[src/rtl/park_fee_engine.sv]
// Multi-slot parking fee engine: per-slot entry stamps, occupancy tracking and a
// 3-stage exit fee pipeline (wrap-safe elapsed, grace, rate, cap). Optional FEE_ACCUM_EN adds total_revenue.
module park_fee_engine #(
  parameter int TIME_W  = 8,
  parameter int SLOTS   = 4,
  parameter int SLOT_W  = $clog2(SLOTS),
  parameter int FEE_W   = 12,
  parameter int RATE    = 1,
  parameter int GRACE   = 0,
  parameter int MAX_FEE = 2**FEE_W-1
) (
  input  logic              clk,
  input  logic              reset,
  input  logic [TIME_W-1:0] current_time,
  input  logic              entry_valid,
  input  logic [SLOT_W-1:0] entry_slot,
  input  logic              exit_valid,
  input  logic [SLOT_W-1:0] exit_slot,
  output logic              exit_ready,
  output logic              fee_valid,
  input  logic              fee_ready,
  output logic [FEE_W-1:0]  fee,
  output logic [SLOT_W-1:0] fee_slot,
  output logic [SLOTS-1:0]  occupancy,
  output logic              err_pulse
`ifdef FEE_ACCUM_EN
  ,
  output logic [31:0]       total_revenue
`endif
);

  localparam int PROD_W = TIME_W + 32;
  localparam logic [TIME_W-1:0] GRACE_T = TIME_W'(GRACE);
  localparam logic [PROD_W-1:0] RATE_P  = PROD_W'(RATE);
  localparam logic [PROD_W-1:0] CAP_P   = PROD_W'(MAX_FEE);

  typedef enum logic [1:0] {IDLE, CALC, MULT, OUT} state_t;

  state_t state, state_next;

  logic [TIME_W-1:0] stamp [SLOTS];
  logic [TIME_W-1:0] t_p0, stamp_p0;
  logic [SLOT_W-1:0] slot_p0;
  logic [TIME_W-1:0] chg_p1;

  logic             exit_take, exit_hit, entry_hit, err_next;
  logic [SLOTS-1:0] occ_mid, occ_next;

  function automatic logic slot_ok(input logic [SLOT_W-1:0] s);
    return 32'(s) < 32'(SLOTS);
  endfunction

  function automatic logic [TIME_W-1:0] charge(input logic [TIME_W-1:0] elapsed);
    return (elapsed > GRACE_T) ? elapsed - GRACE_T : '0;
  endfunction

  function automatic logic [FEE_W-1:0] sat_fee(input logic [TIME_W-1:0] chg);
    logic [PROD_W-1:0] prod;
    prod = PROD_W'(chg) * RATE_P;
    return (prod > CAP_P) ? FEE_W'(CAP_P) : FEE_W'(prod);
  endfunction

`ifdef FEE_ACCUM_EN
  function automatic logic [31:0] sat_add(input logic [31:0] acc, input logic [FEE_W-1:0] f);
    logic [32:0] sum;
    sum = {1'b0, acc} + 33'(f);
    return sum[32] ? 32'hFFFF_FFFF : sum[31:0];
  endfunction
`endif

  // Exit is evaluated first so a same-cycle entry on the slot being vacated is legal.
  always_comb begin
    exit_take = exit_valid && (state == IDLE);
    exit_hit  = exit_take && slot_ok(exit_slot) && occupancy[exit_slot];
    occ_mid   = occupancy;
    if (exit_hit) occ_mid[exit_slot] = 1'b0;
    entry_hit = entry_valid && slot_ok(entry_slot) && !occ_mid[entry_slot];
    occ_next  = occ_mid;
    if (entry_hit) occ_next[entry_slot] = 1'b1;
    err_next  = (entry_valid && !entry_hit) || (exit_take && !exit_hit);
  end

  always_ff @(posedge clk or posedge reset) begin
    if (reset) state <= IDLE;
    else       state <= state_next;
  end

  always_comb begin
    state_next = state;
    exit_ready = 1'b0;
    fee_valid  = 1'b0;
    case (state)
      IDLE: begin
        exit_ready = 1'b1;
        if (exit_hit) state_next = CALC;
      end
      CALC: state_next = MULT;
      MULT: state_next = OUT;
      OUT: begin
        fee_valid = 1'b1;
        if (fee_ready) state_next = IDLE;
      end
      default: state_next = IDLE;
    endcase
  end

  always_ff @(posedge clk or posedge reset) begin
    if (reset) begin
      for (int i = 0; i < SLOTS; i++) stamp[i] <= '0;
      occupancy <= '0;
      err_pulse <= 1'b0;
      t_p0      <= '0;
      stamp_p0  <= '0;
      slot_p0   <= '0;
      chg_p1    <= '0;
      fee       <= '0;
      fee_slot  <= '0;
    end else begin
      occupancy <= occ_next;
      err_pulse <= err_next;
      if (entry_hit) stamp[entry_slot] <= current_time;
      // p0: latch exit time and the slot's pre-entry stamp
      if (exit_hit) begin
        t_p0     <= current_time;
        stamp_p0 <= stamp[exit_slot];
        slot_p0  <= exit_slot;
      end
      // p1: wrap-safe elapsed minus grace
      if (state == CALC) chg_p1 <= charge(t_p0 - stamp_p0);
      // p2: rate and cap; held stable through OUT
      if (state == MULT) begin
        fee      <= sat_fee(chg_p1);
        fee_slot <= slot_p0;
      end
    end
  end

`ifdef FEE_ACCUM_EN
  always_ff @(posedge clk or posedge reset) begin
    if (reset)                       total_revenue <= '0;
    else if (fee_valid && fee_ready) total_revenue <= sat_add(total_revenue, fee);
  end
`endif

endmodule

[config.mk]
export PLATFORM = sky130hd
export DESIGN_NAME = park_fee_engine
export DESIGN_NICKNAME = d
export VERILOG_FILES = /design/src/rtl/park_fee_engine.sv
export SDC_FILE = /design/constraint.sdc
export NUM_CORES = 1
export LEC_CHECK = 0
export ABC_AREA = 0
export CAP_MARGIN = 5
export CORE_MARGIN = 4
export CORE_UTILIZATION = 30
export CTS_CLUSTER_DIAMETER = 40
export DETAILED_ROUTE_END_ITERATION = 8
export PLACE_DENSITY = 0.58
export SYNTH_ARGS = -nofsm -noshare
export SYNTH_HDL_FRONTEND = slang
export SYNTH_SLANG_ARGS = --single-unit
[constraint.sdc]
create_clock -name clk -period 5.3 [get_ports clk]
set_input_delay 1.325 -clock clk [delete_from_list [all_inputs] [get_ports clk]]
set_output_delay 1.325 -clock clk [all_outputs]
set_load 0.02 [all_outputs]
Run 1, ports around the boundary:
Pins as bars across the die edge, other pins in grey.
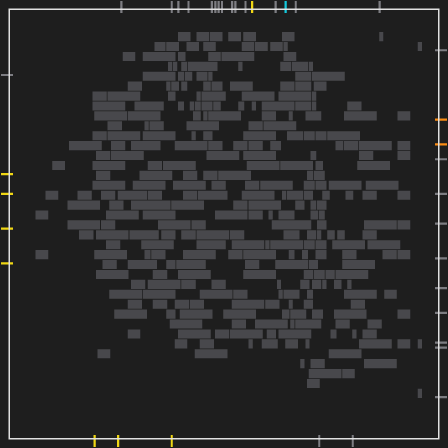
cyan -> fee_valid  # pins 1, direction output, edge top
yellow -> current_time  # pins 8, direction input, edge 4 left, 3 bottom, 1 top
orange -> fee_slot  # pins 2, direction output, edge right

Run 1, placed cells, one colour a class:
Scale bar: 20 um.
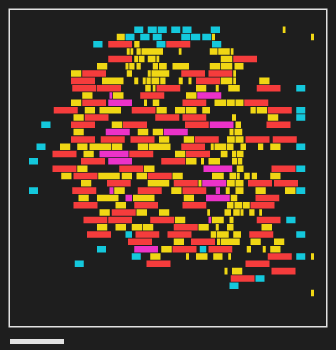
cyan -> remaining buffers and delay cells  # cells 35, share of their area 8.3%
red -> sequential cells  # cells 75, share of their area 45%
yellow -> combinational and other logic  # cells 177, share of their area 39%
magenta -> clock drivers and dummy loads  # cells 16, share of their area 7.4%
final core utilization: 37.7%
sequential cell area share: 43.1%
summed area of non-filler cells in the final layout: 4350 um2
standard-cell rows: 39

Run 1, cells by drive strength:
Scale bar: 20 um.
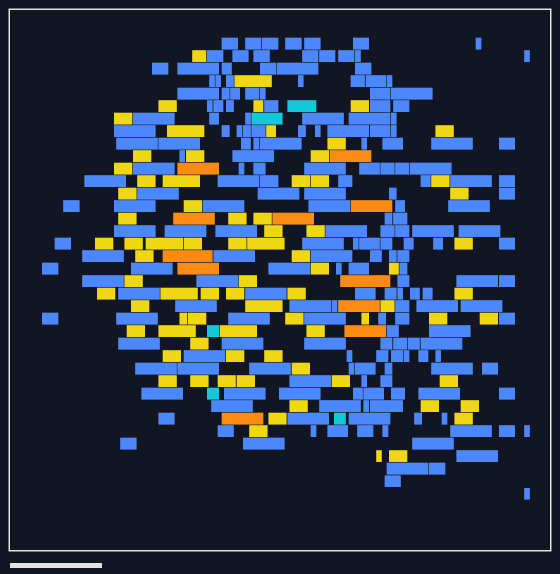
orange -> _6 and larger  # cells 11, share 3.6%, most used clkbuf_16
blue -> _0 and _1 cells  # cells 209, share 69%, most used dfrtp_1
yellow -> _2 cells  # cells 78, share 26%, most used mux2_2
cyan -> _3 and _4 cells  # cells 5, share 1.7%, most used buf_4

==> results_tabular.tex, run 1 <==
% Synthesis and place-and-route results
\begin{tabular}{lr}
\hline
Metric & Value \\
\hline
\multicolumn{2}{l}{\textbf{Clock network}} \\
CTS tree & yes \\
Clock slew at the register clock pins of the worst setup and hold paths & roughly 0.050 ns \\
Number of H-tree levels & 3 \\
Total setup buffers inserted after CTS & 0 \\
Post-CTS Hold Fix Bufs & 0 \\
Worst-skew pair later-pin latency & approximately 0.33 ns \\
\multicolumn{2}{l}{\textbf{Setup path}} \\
Reg2Reg Depth & 6 \\
Maximum fanout along the worst path & 14 \\
Worst setup path endpoint & stamp[11]\$\_DFFE\_PP0P\_ \\
Crit-path max cell delay & approximately 0.88 ns \\
Path type of the worst setup path & in2reg \\
Launch point of the critical path & exit\_slot[1] \\
Critical path's slowest cell & sky130\_fd\_sc\_hd\_\_clkdlybuf4s50\_1 \\
Cells along the critical path & clkdlybuf4s50\_1, inv\_1, o31ai\_1, nor2b\_1, mux2\_2 \\
Cell class contributing the biggest share of worst-path delay & buffers and inverters \\
Worst endpoint required time & 5.51 ns \\
Nature of the critical path endpoint & flip-flop \\
\multicolumn{2}{l}{\textbf{Detailed routing}} \\
Met2 wirelength from detailed routing & 3060 um \\
Routed wire per std cell & roughly 15 um \\
DR top layer & met4 \\
Iteration-0 DRC Markers & approximately 170 \\
Via count & 2,134 \\
\multicolumn{2}{l}{\textbf{Pwr}} \\
Power in the clock group & $\sim$0.00063 W \\
Clk network pwr share & 22.8\% \\
Pwr/cell area & $\sim$640 nW/um2 \\
Power drawn by the sequential cells & 0.00102 W \\
Net switching component of the power & roughly 0.00089 W \\
Internal power & $\sim$0.0019 W \\
Register share of total power & 36.5\% \\
Max VDD drop & $\sim$200 uV \\
\multicolumn{2}{l}{\textbf{Synth}} \\
Average cell area after synthesis & 13.7 um2 \\
Top flip-flop cell by instance count after synthesis & sky130\_fd\_sc\_hd\_\_dfrtp\_1 \\
Number of synthesized flops with an enable pin & 0 \\
Synth Cell Area & around 3600 um2 \\
Share of synthesized cell area in and-or and or-and compound cells & under 10\% \\
Yosys xor share & less than 1\% \\
Area figure in the yosys stat output & between 3000 and 4000 um2 \\
Commonest cells post-synth & sky130\_fd\_sc\_hd\_\_dfrtp\_1, sky130\_fd\_sc\_hd\_\_mux2\_2, sky130\_fd\_sc\_hd\_\_inv\_1 \\
Synth area leaders & sky130\_fd\_sc\_hd\_\_dfrtp\_1, sky130\_fd\_sc\_hd\_\_mux2\_2, sky130\_fd\_sc\_hd\_\_mux4\_2 \\
Synth Warn \# & 0 \\
Top-area cell type share of the netlist area & a little over half \\
Fraction of synthesized area in multiplexers & $\sim$26\% \\
\multicolumn{2}{l}{\textbf{Cells and area}} \\
Buffers, non-clock & 35 \\
Non-clock inverter count in the final layout & 17 \\
Combinational gate area & 1580 um2 \\
Flip-flops & approximately 75 \\
Commonest cells after routing, fill and taps aside & sky130\_fd\_sc\_hd\_\_dfrtp\_1, sky130\_fd\_sc\_hd\_\_mux2\_2, sky130\_fd\_sc\_hd\_\_clkdlybuf4s50\_1, sky130\_fd\_sc\_hd\_\_inv\_1, sky130\_fd\_sc\_hd\_\_ha\_1 \\
Multi-input gates & $\sim$160 \\
Final non-clock buffer share & under 10\% \\
Growth of design area from synthesis to finish & 21.1\% \\
Layout clock buffer count & 11 \\
NumNets Final & 328 \\
Ant diodes & 0 \\
\multicolumn{2}{l}{\textbf{Run}} \\
Total of max-cap violations & 0 \\
\multicolumn{2}{l}{\textbf{Floorplan}} \\
Full die area & 13,800 um2 \\
Die span in x & 117 um \\
Height of the chip & approximately 120 um \\
CORE AREA & 11,600 um2 \\
Total I/O pin count & 38 \\
Effective utilization at floorplan & $\sim$31\% \\
Tapcell count & between 100 and 150 \\
\multicolumn{2}{l}{\textbf{Timing}} \\
Worst max-slew margin expressed relative to the limit & approximately 44\% \\
Clock period minus final worst setup slack & 3.64 ns \\
Number of failing hold endpoints at the final stage & 0 \\
Setup violation total in the final timing report & 0 \\
Portion of the clock cycle consumed by the worst path in the final layout & 68.7\% \\
Post-route clock skew & around 0.0066 ns \\
RSZ-0062 raised after global routing & no \\
Peak clock frequency supported by timing & between 200 and 300 MHz \\
\multicolumn{2}{l}{\textbf{Global route}} \\
Total gr overflow & 0 \\
Grt peak-use layer & met2 \\
Number of global-route vias before repair & roughly 2,300 \\
M2 GR Usage & 16.1\% \\
GR Util All Layers & 10.2\% \\
Global-route wire length before repair & 11,600 um \\
Number of antenna violations at the first check in global routing & 0 \\
\multicolumn{2}{l}{\textbf{Placement}} \\
Detailed-placement wirelength estimate & roughly 4800 um \\
\multicolumn{2}{l}{\textbf{Status}} \\
Run status & finished clean \\
\multicolumn{2}{l}{\textbf{Hold path}} \\
Hold path start & chg\_p1[6]\$\_DFFE\_PP0N\_ \\
Worst hold path class & reg2reg \\
\hline
\end{tabular}
-- run 1: stage by stage --
stage | setup slack (ns) | utilization, % | hold WS (ns) | instances | instance area [um2]
floorplan | 2.07 | - | 0.444 | 265 | 3610
global placement | 1.35 | 35.0 | 0.478 | 430 | 4040
detailed placement | 1.29 | 35.0 | 0.479 | 430 | 4040
CTS | 1.63 | 37.7 | 0.497 | 446 | 4350
global route | 1.42 | 37.7 | 0.512 | 446 | 4350
finish | 1.66 | 37.7 | 0.495 | 446 | 4350
-- run 1: registers in the layout, indices dropped and copies added, names as in the netlist --
signal and flops:
occupancy 4, fee 8, stamp 32, chg_p1 8
err_pulse 1, state 2, t_p0 8, fee_slot 2
slot_p0 2, stamp_p0 8
Run 1, clock routing:
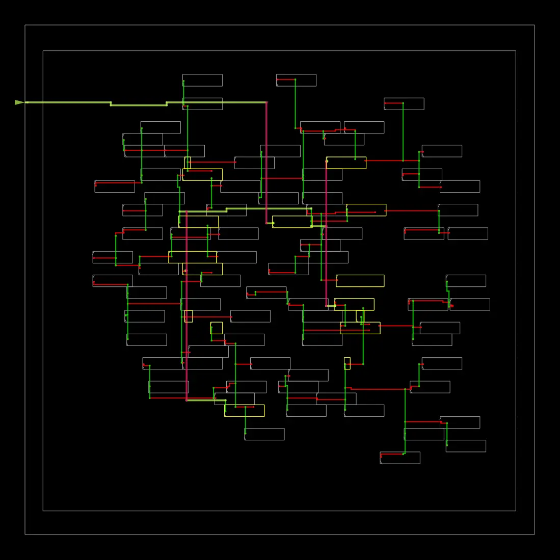

==> run 1 -> run 2 <==
--- a/config.mk
+++ b/config.mk
@@ -11,7 +11,7 @@
 export CORE_UTILIZATION = 30
 export CTS_CLUSTER_DIAMETER = 40
 export DETAILED_ROUTE_END_ITERATION = 8
-export PLACE_DENSITY = 0.58
+export PLACE_DENSITY = 0.59
 export SYNTH_ARGS = -nofsm -noshare
 export SYNTH_HDL_FRONTEND = slang
 export SYNTH_SLANG_ARGS = --single-unit
==> constraint.sdc (replaced) <==
create_clock -name clk -period 3.1 [get_ports clk]
set_input_delay 0.775 -clock clk [delete_from_list [all_inputs] [get_ports clk]]
set_output_delay 0.775 -clock clk [all_outputs]
set_load 0.02 [all_outputs]
Run 2, clock routing:
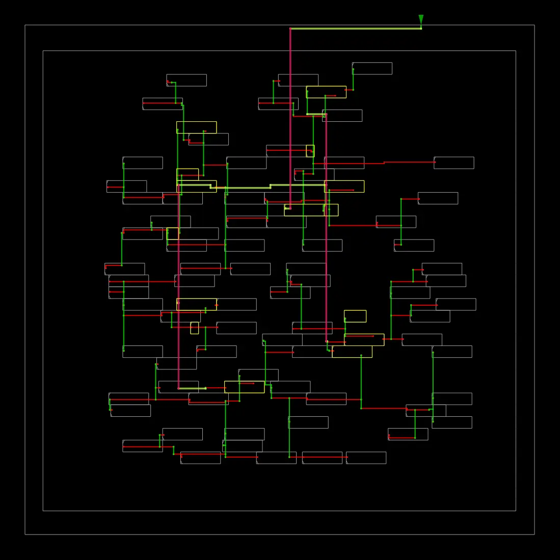
layout clock buffer count: 11
power in the clock group: 0.000968 W
post-route clock skew: 0.00445 ns

Run 2, cells by drive strength:
Scale bar: 20 um.
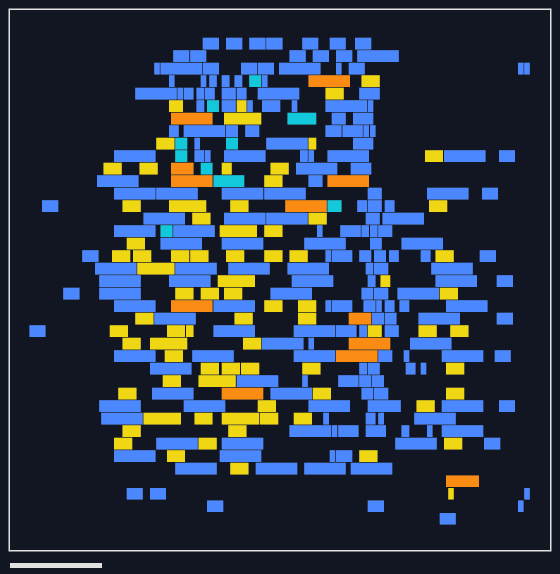
cyan -> _3 and _4 cells  # cells 10, share 3.3%, most used buf_4
yellow -> _2 cells  # cells 78, share 25%, most used mux2_2
blue -> _0 and _1 cells  # cells 207, share 67%, most used dfrtp_1
orange -> _6 and larger  # cells 12, share 3.9%, most used clkbuf_16

==> results_tabular.tex, run 2 <==
% Synthesis and place-and-route results
\begin{tabular}{lr}
\hline
Metric & Value \\
\hline
\multicolumn{2}{l}{\textbf{Detailed routing}} \\
Iteration-0 DRC Markers & 105 (-38\%) \\
Via count & 2,133 (-0.047\%) \\
Met2 wirelength from detailed routing & 3110 um (+1.6\%) \\
DR top layer & met4 \\
\multicolumn{2}{l}{\textbf{Setup path}} \\
Launch point of the worst reg-to-reg path & state[0]\$\_DFFE\_PP0P\_ \\
Maximum fanout along the worst path & 6 (-8) \\
Critical path's slowest cell & sky130\_fd\_sc\_hd\_\_clkdlybuf4s50\_1 \\
Nature of the critical path endpoint & output pin \\
Path type of the worst setup path & reg2out \\
Worst setup path endpoint & exit\_ready \\
Launch point of the critical path & state[0]\$\_DFFE\_PP0P\_ \\
Reg2Reg Depth & 7 (+1) \\
Crit-path max cell delay & 0.67 ns (-0.21 ns) \\
Worst endpoint required time & 2.32 ns (-3.19 ns) \\
Cells along the critical path & inv\_1, ha\_1, clkdlybuf4s50\_1 \\
\multicolumn{2}{l}{\textbf{Status}} \\
Run status & finished clean \\
\multicolumn{2}{l}{\textbf{Clock network}} \\
CTS tree & yes \\
Clock slew at the register clock pins of the worst setup and hold paths & 0.06 ns (about the same) \\
Post-CTS Hold Fix Bufs & 0 (unchanged) \\
Total setup buffers inserted after CTS & 0 (unchanged) \\
Number of H-tree levels & 3 (unchanged) \\
Worst-skew pair later-pin latency & 0.33 ns (about the same) \\
\multicolumn{2}{l}{\textbf{Pwr}} \\
Clk network pwr share & 20.9\% (-1.9 points) \\
Net switching component of the power & 0.00151 W (+70\%) \\
Internal power & 0.00312 W (+65\%) \\
Max VDD drop & 297 uV (+51\%) \\
Pwr/cell area & 1060 nW/um2 (+66\%) \\
Power drawn by the sequential cells & 0.00172 W (+69\%) \\
Combinational group share of total power & a little over two fifths \\
Register share of total power & 37.3\% (+0.8 points) \\
\multicolumn{2}{l}{\textbf{Floorplan}} \\
Effective utilization at floorplan & 31.1\% (unchanged) \\
Standard-cell rows & 39 (unchanged) \\
Full die area & 13,800 um2 (unchanged) \\
CORE AREA & 11,600 um2 (unchanged) \\
Total I/O pin count & 38 (unchanged) \\
Height of the chip & 117 um (unchanged) \\
Die span in x & 117 um (unchanged) \\
\multicolumn{2}{l}{\textbf{Placement}} \\
Detailed-placement wirelength estimate & 4620 um (-4.7\%) \\
Placed standard-cell area & 4090 um2 (+1.2\%) \\
Post-Place Cells & 435 (+1.2\%) \\
Routability-driven placement congestion ratio & 0.816 \\
Post-Place Setup Slack & 0.325 ns (-0.967 ns) \\
\multicolumn{2}{l}{\textbf{Synth}} \\
Count of cell types in the netlist & between 40 and 50 \\
Synth Warn \# & 0 (unchanged) \\
Top flip-flop cell by instance count after synthesis & sky130\_fd\_sc\_hd\_\_dfrtp\_1 \\
Fraction of synthesized area in multiplexers & 25.6\% (unchanged) \\
Share of flip-flops with an asynchronous set or reset after synthesis & 100\% \\
Yosys xor share & 0.731\% (unchanged) \\
Area figure in the yosys stat output & 3590 um2 (unchanged) \\
Synth area leaders & sky130\_fd\_sc\_hd\_\_dfrtp\_1, sky130\_fd\_sc\_hd\_\_mux2\_2, sky130\_fd\_sc\_hd\_\_mux4\_2 \\
Synth Cell Area & 3590 um2 (unchanged) \\
Commonest cells post-synth & sky130\_fd\_sc\_hd\_\_dfrtp\_1, sky130\_fd\_sc\_hd\_\_mux2\_2, sky130\_fd\_sc\_hd\_\_inv\_1 \\
Share of synthesized cell area in and-or and or-and compound cells & 6.06\% (unchanged) \\
Number of synthesized flops with an enable pin & 0 (unchanged) \\
Top-area cell type share of the netlist area & 52.2\% (unchanged) \\
Share of synthesized cell area in full adder, half adder and majority cells & under 10\% \\
Average cell area after synthesis & 13.7 um2 (unchanged) \\
\multicolumn{2}{l}{\textbf{Cells and area}} \\
Commonest cells after routing, fill and taps aside & sky130\_fd\_sc\_hd\_\_dfrtp\_1, sky130\_fd\_sc\_hd\_\_mux2\_2, sky130\_fd\_sc\_hd\_\_clkdlybuf4s50\_1, sky130\_fd\_sc\_hd\_\_inv\_1, sky130\_fd\_sc\_hd\_\_ha\_1 \\
Ant diodes & 0 (unchanged) \\
NumNets Final & 333 (+1.5\%) \\
Growth of design area from synthesis to finish & 21.6\% \\
Max reg flops & 32 (unchanged) \\
Most flops, register & stamp \\
Final cell count without fillers & 450 (+0.90\%) \\
Final core utilization & 37.8\% (+0.16 points) \\
\multicolumn{2}{l}{\textbf{Timing}} \\
Number of failing hold endpoints at the final stage & 0 (unchanged) \\
Worst hold margin & 0.489 ns (-0.00556 ns) \\
Clock period minus final worst setup slack & about 2.7 ns \\
Peak clock frequency supported by timing & 377 MHz \\
Portion of the clock cycle consumed by the worst path in the final layout & 85.6\% \\
Worst max-slew margin expressed relative to the limit & 54.9\% (+11 points) \\
RSZ-0062 raised after global routing & no \\
\multicolumn{2}{l}{\textbf{Global route}} \\
Grt peak-use layer & met2 \\
Number of global-route vias before repair & 2,335 (+1.1\%) \\
Total gr overflow & 0 (unchanged) \\
Global-route wire length before repair & 11,400 um (-1.6\%) \\
GR Util All Layers & 10.2\% (about the same) \\
M2 GR Usage & 16.5\% (+0.40 points) \\
Number of antenna violations at the first check in global routing & 0 (unchanged) \\
\multicolumn{2}{l}{\textbf{Hold path}} \\
Hold path start & chg\_p1[6]\$\_DFFE\_PP0N\_ \\
Worst hold path class & reg2reg \\
Cells on Worst Hold Path & 2 \\
\multicolumn{2}{l}{\textbf{Run}} \\
Total of max-cap violations & 0 (unchanged) \\
\hline
\end{tabular}
run 2: netlist changes by cell type in the layout (fill, tap and decap cells not counted), sizes merged:
cell,delta
buf,+5
bufinv,-2
clkinv,+1
run 2: worst max-delay path, delay by kind of cell, from the launching register on:
| family | cells | cell delay, ns |
|---|---|---|
| buf+inv | 2 | 0.80 |
| fa+ha+maj | 1 | 0.35 |
| flops | 1 | 0.40 |
run 2: area by class of cell:
| type | count | area [um2] |
|---|---|---|
| clock inverters | 4 | 26.3 |
| fillers | 1118 | 7190 |
| repair buffers | 40 | 395 |
| inverters | 17 | 63.8 |
| clock buffers | 11 | 253 |
| well taps | 143 | 179 |
| flip-flops and latches | 75 | 1880 |
| multi-input cells | 160 | 1580 |
Run 2, clock network drawn from the DEF:
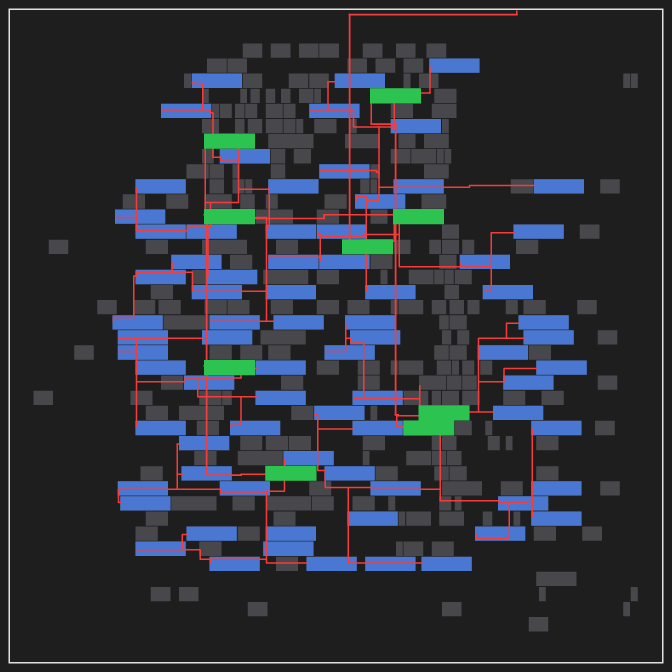

==> run 2 -> run 3 <==
--- a/config.mk
+++ b/config.mk
@@ -7,6 +7,7 @@
 export LEC_CHECK = 0
 export ABC_AREA = 0
 export CAP_MARGIN = 5
+export CORE_ASPECT_RATIO = 1.1
 export CORE_MARGIN = 4
 export CORE_UTILIZATION = 30
 export CTS_CLUSTER_DIAMETER = 40
Run 3, clock network drawn from the DEF:
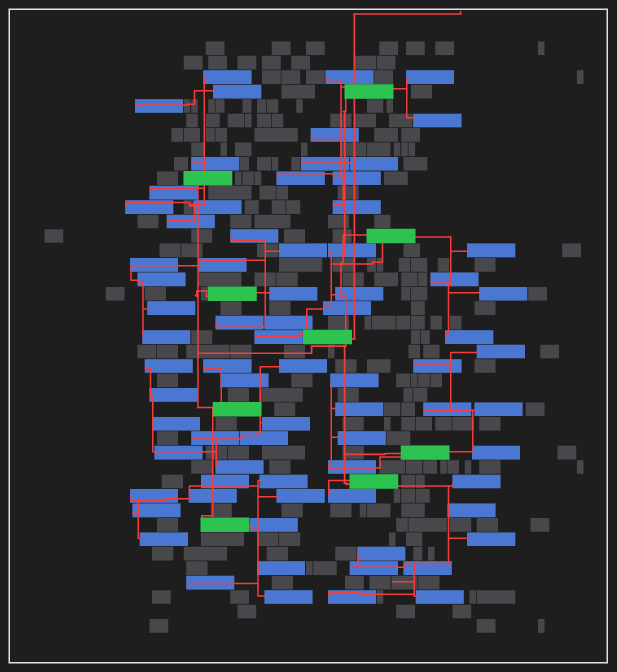
red -> clock wires  # length 975 um
green -> clock drivers  # count 9
blue -> flip-flops  # count 75
routed clock nets = 10
power in the clock group: 0.000967 W
worst-skew pair later-pin latency: 0.33 ns
post-route clock skew: 0.00360 ns

Run 3, ports around the boundary:
Pins as bars across the die edge, other pins in grey.
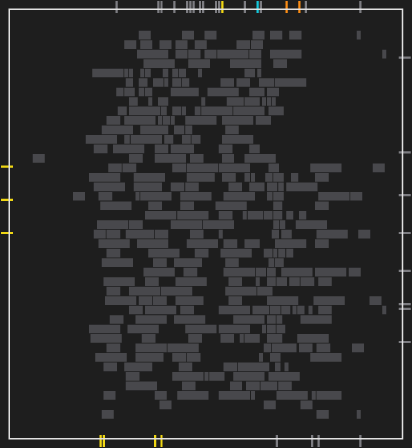
orange -> fee_slot  # pins 2, direction output, edge top
yellow -> current_time  # pins 8, direction input, edge 4 bottom, 3 left, 1 top
cyan -> fee_valid  # pins 1, direction output, edge top

==> results_tabular.tex, run 3 <==
% Synthesis and place-and-route results
\begin{tabular}{lr}
\hline
Metric & Value \\
\hline
\multicolumn{2}{l}{\textbf{Pwr}} \\
Clk network pwr share & 20.9\% (about the same) \\
Max VDD drop & 315 uV (+6.3\%) \\
Combinational group share of total power & 41.8\% (about the same) \\
Internal power & 0.00314 W (+0.72\%) \\
Power drawn by the sequential cells & 0.00172 W (about the same) \\
Register share of total power & 37.3\% (about the same) \\
Pwr/cell area & 1050 nW/um2 (-0.51\%) \\
Net switching component of the power & 0.00148 W (-1.8\%) \\
\multicolumn{2}{l}{\textbf{Floorplan}} \\
Die span in x & 112 um (-4.3\%) \\
CORE AREA & 11,600 um2 (+0.25\%) \\
Effective utilization at floorplan & 31.0\% (-0.077 points) \\
Standard-cell rows & 41 (+5.1\%) \\
Height of the chip & 123 um (+4.5\%) \\
Full die area & 13,800 um2 (about the same) \\
Total I/O pin count & 38 (unchanged) \\
\multicolumn{2}{l}{\textbf{Setup path}} \\
Total buffers and inverters traversed by the critical path & 2 (unchanged) \\
Path length in cells of the critical path & 3 (unchanged) \\
Launch point of the critical path & state[0]\$\_DFFE\_PP0P\_ \\
Nature of the critical path endpoint & output pin \\
Maximum fanout along the worst path & 6 (unchanged) \\
Reg2Reg Depth & 7 (unchanged) \\
Critical path's slowest cell & sky130\_fd\_sc\_hd\_\_clkdlybuf4s50\_1 \\
Worst setup path endpoint & exit\_ready \\
Cell class contributing the biggest share of worst-path delay & buffers and inverters \\
Launch point of the worst reg-to-reg path & state[0]\$\_DFFE\_PP0P\_ \\
\multicolumn{2}{l}{\textbf{Detailed routing}} \\
Via count & 2,125 (-0.38\%) \\
Iteration-0 DRC Markers & 78 (-26\%) \\
DR top layer & met4 \\
\multicolumn{2}{l}{\textbf{Timing}} \\
Worst hold margin & 0.489 ns (-0.000444 ns) \\
Clock period minus final worst setup slack & 2.64 ns (-0.0115 ns) \\
Worst max-slew margin expressed relative to the limit & 53.6\% (-1.3 points) \\
Portion of the clock cycle consumed by the worst path in the final layout & 85.2\% (-0.37 points) \\
Number of failing hold endpoints at the final stage & 0 (unchanged) \\
\multicolumn{2}{l}{\textbf{Cells and area}} \\
Final cell count without fillers & 458 (+1.8\%) \\
Max reg flops & 32 (unchanged) \\
Final core utilization & 37.9\% (+0.057 points) \\
Growth of design area from synthesis to finish & 22.1\% \\
Ant diodes & 0 (unchanged) \\
Commonest cells after routing, fill and taps aside & sky130\_fd\_sc\_hd\_\_dfrtp\_1, sky130\_fd\_sc\_hd\_\_mux2\_2, sky130\_fd\_sc\_hd\_\_clkdlybuf4s50\_1, sky130\_fd\_sc\_hd\_\_inv\_1, sky130\_fd\_sc\_hd\_\_ha\_1 \\
NumNets Final & 334 (+0.30\%) \\
Most flops, register & stamp \\
\multicolumn{2}{l}{\textbf{Hold path}} \\
Worst hold path class & reg2reg \\
Cells on Worst Hold Path & 2 (unchanged) \\
Hold path start & chg\_p1[6]\$\_DFFE\_PP0N\_ \\
\multicolumn{2}{l}{\textbf{Synth}} \\
Commonest cells post-synth & sky130\_fd\_sc\_hd\_\_dfrtp\_1, sky130\_fd\_sc\_hd\_\_mux2\_2, sky130\_fd\_sc\_hd\_\_inv\_1 \\
Synth Cell Area & 3590 um2 (unchanged) \\
Share of flip-flops with an asynchronous set or reset after synthesis & 100\% (unchanged) \\
Average cell area after synthesis & 13.7 um2 (unchanged) \\
Synth area leaders & sky130\_fd\_sc\_hd\_\_dfrtp\_1, sky130\_fd\_sc\_hd\_\_mux2\_2, sky130\_fd\_sc\_hd\_\_mux4\_2 \\
Number of synthesized flops with an enable pin & 0 (unchanged) \\
Top-area cell type share of the netlist area & 52.2\% (unchanged) \\
Count of cell types in the netlist & 46 (unchanged) \\
Area figure in the yosys stat output & 3590 um2 (unchanged) \\
\multicolumn{2}{l}{\textbf{Global route}} \\
Grt peak-use layer & met2 \\
GR Util All Layers & 10.7\% (+0.51 points) \\
Total gr overflow & 0 (unchanged) \\
Number of antenna violations at the first check in global routing & 0 (unchanged) \\
M2 GR Usage & 17.1\% (+0.63 points) \\
Global-route wire length before repair & 11,600 um (+1.6\%) \\
\multicolumn{2}{l}{\textbf{Clock network}} \\
Clock slew at the register clock pins of the worst setup and hold paths & 0.05 ns (about the same) \\
Number of H-tree levels & 3 (unchanged) \\
CTS tree & yes \\
Post-CTS Hold Fix Bufs & 0 (unchanged) \\
Total setup buffers inserted after CTS & 0 (unchanged) \\
\multicolumn{2}{l}{\textbf{Placement}} \\
Detailed-placement wirelength estimate & 4740 um (+2.7\%) \\
Post-Place Cells & 443 (+1.8\%) \\
Post-Place Setup Slack & 0.401 ns (+0.0758 ns) \\
Placed standard-cell area & 4110 um2 (+0.40\%) \\
Routability-driven placement congestion ratio & 0.789 (-3.3\%) \\
\multicolumn{2}{l}{\textbf{Status}} \\
Run status & finished clean \\
\multicolumn{2}{l}{\textbf{Run}} \\
Total of max-cap violations & 0 (unchanged) \\
\hline
\end{tabular}
## run 3: cell counts after synthesis
No cell type changed its count.
## run 3: tightest hold or removal path, delay by kind of cell (launching register included)
family / cells / cell delay, ns
flops: 1 / 0.34
simple gates: 2 / 0.12
## run 3: final cells by class
class | instances | area [um2]
well taps | 150 | 188
clock inverters | 2 | 10.0
inverters | 17 | 63.8
multi-input cells | 160 | 1580
fillers | 1145 | 7200
repair buffers | 41 | 403
flip-flops and latches | 75 | 1880
clock buffers | 13 | 270
## run 3: cells by family after synthesis
| kind of cell | synth area share [%] |
|---|---|
| other | 0.104 |
| adders and majority gates | 4.73 |
| AOI/OAI and AO/OA | 6.06 |
| DFF | 52.2 |
| xor gates and xnor gates | 0.731 |
| buffers and inverters | 4.18 |
| muxes | 25.6 |
| and+or+nand+nor | 6.37 |
Power figures rest on the tool's default switching activity, not on a simulated workload.
